`config.mk`:
```
export PLATFORM = sky130hd
export DESIGN_NAME = sodor_mem_arbiter
export DESIGN_NICKNAME = d
export VERILOG_FILES = /design/src/rtl/sodor_arb_pkg.sv /design/src/rtl/sodor_arb_prio.sv /design/src/rtl/sodor_mem_arbiter.sv
export SDC_FILE = /design/constraint.sdc
export NUM_CORES = 1
export LEC_CHECK = 0
export CAP_MARGIN = 20
export CORE_AREA = 2 2 108 110
export DETAILED_ROUTE_END_ITERATION = 16
export DIE_AREA = 0 0 110 112
export PLACE_DENSITY = 0.64
export REMOVE_ABC_BUFFERS = 1
export SKIP_LAST_GASP = 1
export SYNTH_ARGS = -nofsm -noshare
export SYNTH_HDL_FRONTEND = slang
export SYNTH_SLANG_ARGS = --single-unit
```
`constraint.sdc`:
```
create_clock -name clock -period 2.55 [get_ports clock]
set_clock_uncertainty 0.05 [all_clocks]
set_input_delay 0.51 -clock clock [delete_from_list [all_inputs] [get_ports clock]]
set_output_delay 0.51 -clock clock [all_outputs]
set_load 0.1 [all_outputs]
```
`src/rtl/sodor_arb_pkg.sv`:
```
// Shared types for the Sodor imem/dmem memory arbiter: FSM states, owners, memory op codes.
package sodor_arb_pkg;
    localparam int TYP_W = 3;
    localparam logic [TYP_W-1:0] MT_W = 3'b011;

    typedef enum logic {M_XRD = 1'b0, M_XWR = 1'b1} fcn_e;
    typedef enum logic [1:0] {IDLE, BUSY_I, BUSY_D} state_e;
    typedef enum logic [1:0] {OWN_NONE, OWN_I, OWN_D} owner_e;
endpackage

```
`src/rtl/sodor_arb_prio.sv`:
```
// Grant decision: dmem priority with an imem starvation bound; grants are combinational,
// only the starvation counter is registered.
module sodor_arb_prio #(
    parameter int STARVE_LIMIT = 4
) (
    input  logic clock,
    input  logic reset,
    input  logic imem_valid,
    input  logic dmem_valid,
    input  logic issue_ok,
    input  logic hs_i,
    input  logic hs_d,
    output logic grant_i,
    output logic grant_d
);
    localparam logic [3:0] LIMIT = 4'(STARVE_LIMIT);

    logic [3:0] starve_cnt;
    logic       starved;

    assign starved = (starve_cnt == LIMIT) && imem_valid;
    assign grant_d = issue_ok && dmem_valid && !starved;
    assign grant_i = issue_ok && imem_valid && !grant_d;

    // Counts only dmem wins that actually kept a waiting fetch out.
    always_ff @(posedge clock) begin
        if (reset) begin
            starve_cnt <= '0;
        end else if (hs_i) begin
            starve_cnt <= '0;
        end else if (hs_d && imem_valid && starve_cnt != LIMIT) begin
            starve_cnt <= starve_cnt + 4'd1;
        end
    end
endmodule

```
`src/rtl/sodor_mem_arbiter.sv`:
```
// Shares one memory port between Sodor imem/dmem, one transaction outstanding, zero-latency
// request and response paths; losers hold. SODOR_ARB_PERF_EN adds grant/conflict counters.
module sodor_mem_arbiter
    import sodor_arb_pkg::*;
#(
    parameter int ADDR_W       = 32,
    parameter int DATA_W       = 32,
    parameter int STARVE_LIMIT = 4
) (
    input  logic              clock,
    input  logic              reset,
    input  logic              io_imem_req_valid,
    output logic              io_imem_req_ready,
    input  logic [ADDR_W-1:0] io_imem_req_bits_addr,
    output logic              io_imem_resp_valid,
    output logic [DATA_W-1:0] io_imem_resp_bits_data,
    input  logic              io_dmem_req_valid,
    output logic              io_dmem_req_ready,
    input  logic [ADDR_W-1:0] io_dmem_req_bits_addr,
    input  logic [DATA_W-1:0] io_dmem_req_bits_data,
    input  logic              io_dmem_req_bits_fcn,
    input  logic [TYP_W-1:0]  io_dmem_req_bits_typ,
    output logic              io_dmem_resp_valid,
    output logic [DATA_W-1:0] io_dmem_resp_bits_data,
    output logic              mem_req_valid,
    input  logic              mem_req_ready,
    output logic [ADDR_W-1:0] mem_req_bits_addr,
    output logic [DATA_W-1:0] mem_req_bits_data,
    output logic              mem_req_bits_fcn,
    output logic [TYP_W-1:0]  mem_req_bits_typ,
    input  logic              mem_resp_valid,
    input  logic [DATA_W-1:0] mem_resp_bits_data,
    output logic              err_spurious_resp
`ifdef SODOR_ARB_PERF_EN
    ,
    output logic [31:0]       perf_imem_grants,
    output logic [31:0]       perf_dmem_grants,
    output logic [31:0]       perf_conflict_cycles
`endif
);
    state_e state, state_nxt;
    owner_e gnt;
    logic   issue_ok, grant_i, grant_d, hs_i, hs_d;

    // A response in a busy state frees the port in the same cycle (back-to-back issue).
    assign issue_ok = !reset && ((state == IDLE) || mem_resp_valid);

    sodor_arb_prio #(.STARVE_LIMIT(STARVE_LIMIT)) u_prio (
        .clock      (clock),
        .reset      (reset),
        .imem_valid (io_imem_req_valid),
        .dmem_valid (io_dmem_req_valid),
        .issue_ok   (issue_ok),
        .hs_i       (hs_i),
        .hs_d       (hs_d),
        .grant_i    (grant_i),
        .grant_d    (grant_d)
    );

    assign gnt = grant_d ? OWN_D : (grant_i ? OWN_I : OWN_NONE);

    always_comb begin
        mem_req_valid     = 1'b0;
        mem_req_bits_addr = '0;
        mem_req_bits_data = '0;
        mem_req_bits_fcn  = M_XRD;
        mem_req_bits_typ  = MT_W;
        case (gnt)
            OWN_D: begin
                mem_req_valid     = 1'b1;
                mem_req_bits_addr = io_dmem_req_bits_addr;
                mem_req_bits_data = io_dmem_req_bits_data;
                mem_req_bits_fcn  = io_dmem_req_bits_fcn;
                mem_req_bits_typ  = io_dmem_req_bits_typ;
            end
            OWN_I: begin
                mem_req_valid     = 1'b1;
                mem_req_bits_addr = io_imem_req_bits_addr;
            end
            default: ;
        endcase
    end

    assign io_imem_req_ready = grant_i && mem_req_ready;
    assign io_dmem_req_ready = grant_d && mem_req_ready;
    assign hs_i              = io_imem_req_ready;
    assign hs_d              = io_dmem_req_ready;

    assign io_imem_resp_valid     = mem_resp_valid && (state == BUSY_I);
    assign io_dmem_resp_valid     = mem_resp_valid && (state == BUSY_D);
    assign io_imem_resp_bits_data = mem_resp_bits_data;
    assign io_dmem_resp_bits_data = mem_resp_bits_data;

    always_comb begin
        state_nxt = state;
        if (hs_d) begin
            state_nxt = BUSY_D;
        end else if (hs_i) begin
            state_nxt = BUSY_I;
        end else if (mem_resp_valid && state != IDLE) begin
            state_nxt = IDLE;
        end
    end

    always_ff @(posedge clock) begin
        if (reset) begin
            state             <= IDLE;
            err_spurious_resp <= 1'b0;
        end else begin
            state <= state_nxt;
            if (mem_resp_valid && state == IDLE) begin
                err_spurious_resp <= 1'b1;
            end
        end
    end

`ifdef SODOR_ARB_PERF_EN
    always_ff @(posedge clock) begin
        if (reset) begin
            perf_imem_grants     <= '0;
            perf_dmem_grants     <= '0;
            perf_conflict_cycles <= '0;
        end else begin
            if (hs_i) perf_imem_grants <= perf_imem_grants + 32'd1;
            if (hs_d) perf_dmem_grants <= perf_dmem_grants + 32'd1;
            if (issue_ok && io_imem_req_valid && io_dmem_req_valid) begin
                perf_conflict_cycles <= perf_conflict_cycles + 32'd1;
            end
        end
    end
`endif
endmodule

```
==> Slide: Implementation Results <==
Implementation Results

Outcome
  – Status: complete, no violations

Critical path
  – Worst path arrival time: 1.89 ns
  – CP Buf/Inv Count: 4
  – Reg-to-reg setup timing slack: roughly 0.9 ns
  – Critical Path End: mem_req_bits_data[7]
  – CP startpoint: mem_resp_valid
  – Slowest cell on crit path: or2_4
  – Element type at the critical path start: primary input

Power
  – Comb pwr: 1.12 mW
  – Flop+latch power: 0.117 mW
  – Max power group: combinational logic
  – Power Density: ~350 mW/mm^2
  – Maximum VDD drop: between 0.00015 and 0.0002 V

Logic synthesis
  – Count leader, synth: buf_4
  – Number of standard cells reported by yosys: 230
  – Number of enable flip-flop cells: 0
  – Synth async-reset ratio: 0
  – Cell taking the most area after synthesis: buf_4

Clocking
  – CTS Hold Bufs: 0
  – Clock Pin Slew Worst Setup and Hold Paths: 0.04 ns
  – Post-CTS setup buffers: 8
  – CTS tree: yes
  – Max H-tree Level: 1

Timing
  – Setup violators final: 0
  – Min cycle time layout: 2.45 ns
  – Worst hold margin: 0.416 ns
  – Period Utilization, post-route: 0.961
  – Slew headroom: 0.804

Routing
  – WL per Instance: approximately 24 microns
  – Wire length on met3: 2270 microns
  – Number of nets with antenna violations after routing: 0
  – Met2 wire length: 6150 microns
  – Total wire length: 12300 microns
  – Pre-antenna DRT Iters: 5
  – DRC: 0

Floorplanning
  – Die area: 0.0123 sq mm
  – FP Util: 0.143
  – Die Span Y: 112 microns
  – CORE AREA: between 0.01 and 0.015 sq mm

Layout
  – Logic share of the area: 0.237
  – Clock network area share: 0.0182
  – Non-clk buf share: 0.666
  – CLK BUF: 4
  – FF+latch area: 145 sq um
  – Non-clock inverter total of the final layout: 5
  – Final nets: 501

GRT
  – Number of antenna violations at the first check in global routing: 0
  – Grt met3 use: 0.145

Place
  – Hpwl dp: 10000 microns

Run
  – Tool warnings: 26
tightest hold or removal path, cell delays in order (launching register included):
cell and delay, ns:
dfxtp_1 0.31, nor2_1 0.05, nor2_1 0.07
per-stage QoR:
stage	setup TNS, ns	instance area (sq um)	worst slack, ns	instances	utilization
6_report	0	4340	0.0988	503	0.389
3_5_place_dp	-11.45	3880	-0.210	486	0.347
3_3_place_gp	-9.36	3880	-0.169	486	0.347
4_1_cts	0	4330	0.00711	504	0.387
2_1_floorplan	-42.05	1030	-0.846	151	-
5_1_grt	0	4340	0.0218	503	0.389
sequential cells by signal (all words and copies together), names as in the netlist:
| register | count |
|---|---|
| err_spurious_resp | 1 |
| state | 2 |
| u_prio.starve_cnt | 4 |
logic make-up (layout without fill, tap and decap cells):
family	count (synthesis)	after routing	synth area share
buffers and inverters	84	214	0.368
and+or+nand+nor	93	93	0.322
DFF	7	7	0.0876
adders and majority gates	2	2	0.0156
AOI/OAI and AO/OA	44	44	0.207
layout by cell type, fill, tap and decap left out, types with 2 or more instances in the layout:
| cell type | netlist | routed |
|---|---|---|
| and2_4 | 0 | 35 |
| a22oi_2 | 0 | 3 |
| nand2_1 | 5 | 5 |
| inv_2 | 0 | 3 |
| nor2_1 | 38 | 32 |
| a22oi_1 | 32 | 29 |
| buf_16 | 0 | 5 |
| or3_1 | 2 | 2 |
| nor2_2 | 0 | 6 |
| clkbuf_16 | 0 | 3 |
| clkdlybuf4s50_1 | 0 | 101 |
| nand3_1 | 2 | 2 |
| buf_12 | 0 | 77 |
| inv_1 | 5 | 2 |
| dlygate4sd2_1 | 0 | 2 |
| dfxtp_1 | 7 | 5 |
| buf_4 | 64 | 11 |
| buf_6 | 4 | 7 |
| nor3b_1 | 2 | 2 |
### Placement by cell class

The bar under the picture is 20 microns long.
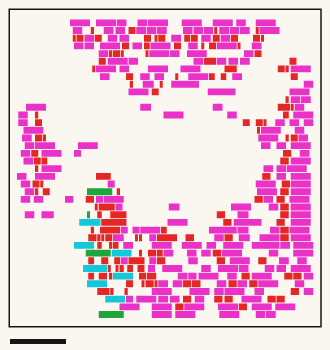
legend:
  combinational and other logic:
    colour: red
    cells: 144
  clock drivers and dummy loads:
    colour: green
    cells: 4
  other buffers and delay cells:
    colour: magenta
    cells: 205
  flops:
    colour: cyan
    cells: 7

### Sizing map

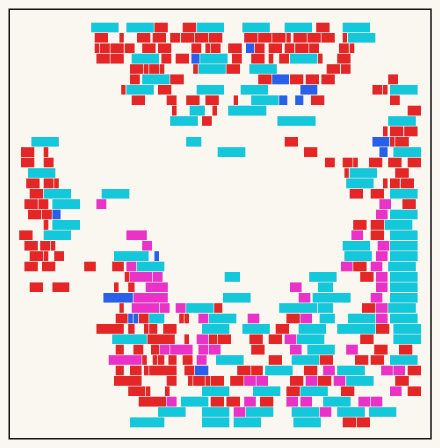
legend:
  _0 and _1 cells:
    colour: red
    cells: 199
    most_used: clkdlybuf4s50_1
  _3 and _4 cells:
    colour: magenta
    cells: 54
    most_used: and2_4
  _2 cells:
    colour: blue
    cells: 14
    most_used: nor2_2
  _6 and larger:
    colour: cyan
    cells: 93
    most_used: buf_12
nonclk buf count: 205
final instance area: 0.00434 sq mm

### I/O nets highlighted

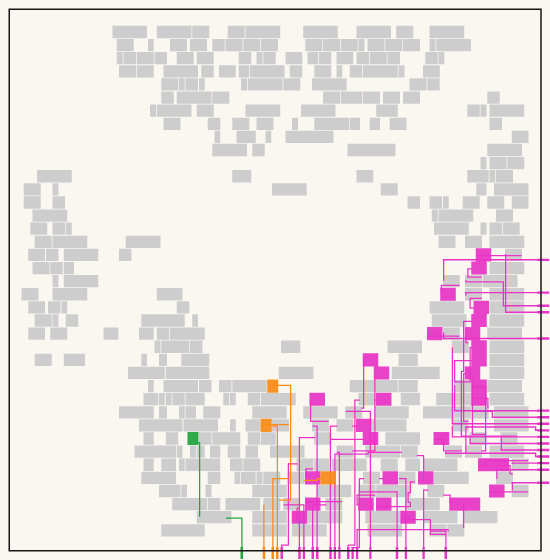
legend:
  io_imem_req_ready:
    colour: green
    direction: output
    edge: south
    end_cells: 1
    buffers: 1
    wire: 25.3 microns
  io_dmem_req_bits_data:
    colour: magenta
    direction: input
    edge: 16 south, 16 east
    end_cells: 32
    buffers: 32
    wire: 903 microns
  io_dmem_req_bits_typ:
    colour: orange
    direction: input
    edge: south
    end_cells: 3
    buffers: 3
    wire: 91.8 microns
I/O Pins: 276
port buffer count: 179

Power figures rest on the tool's default switching activity, not on a simulated workload.
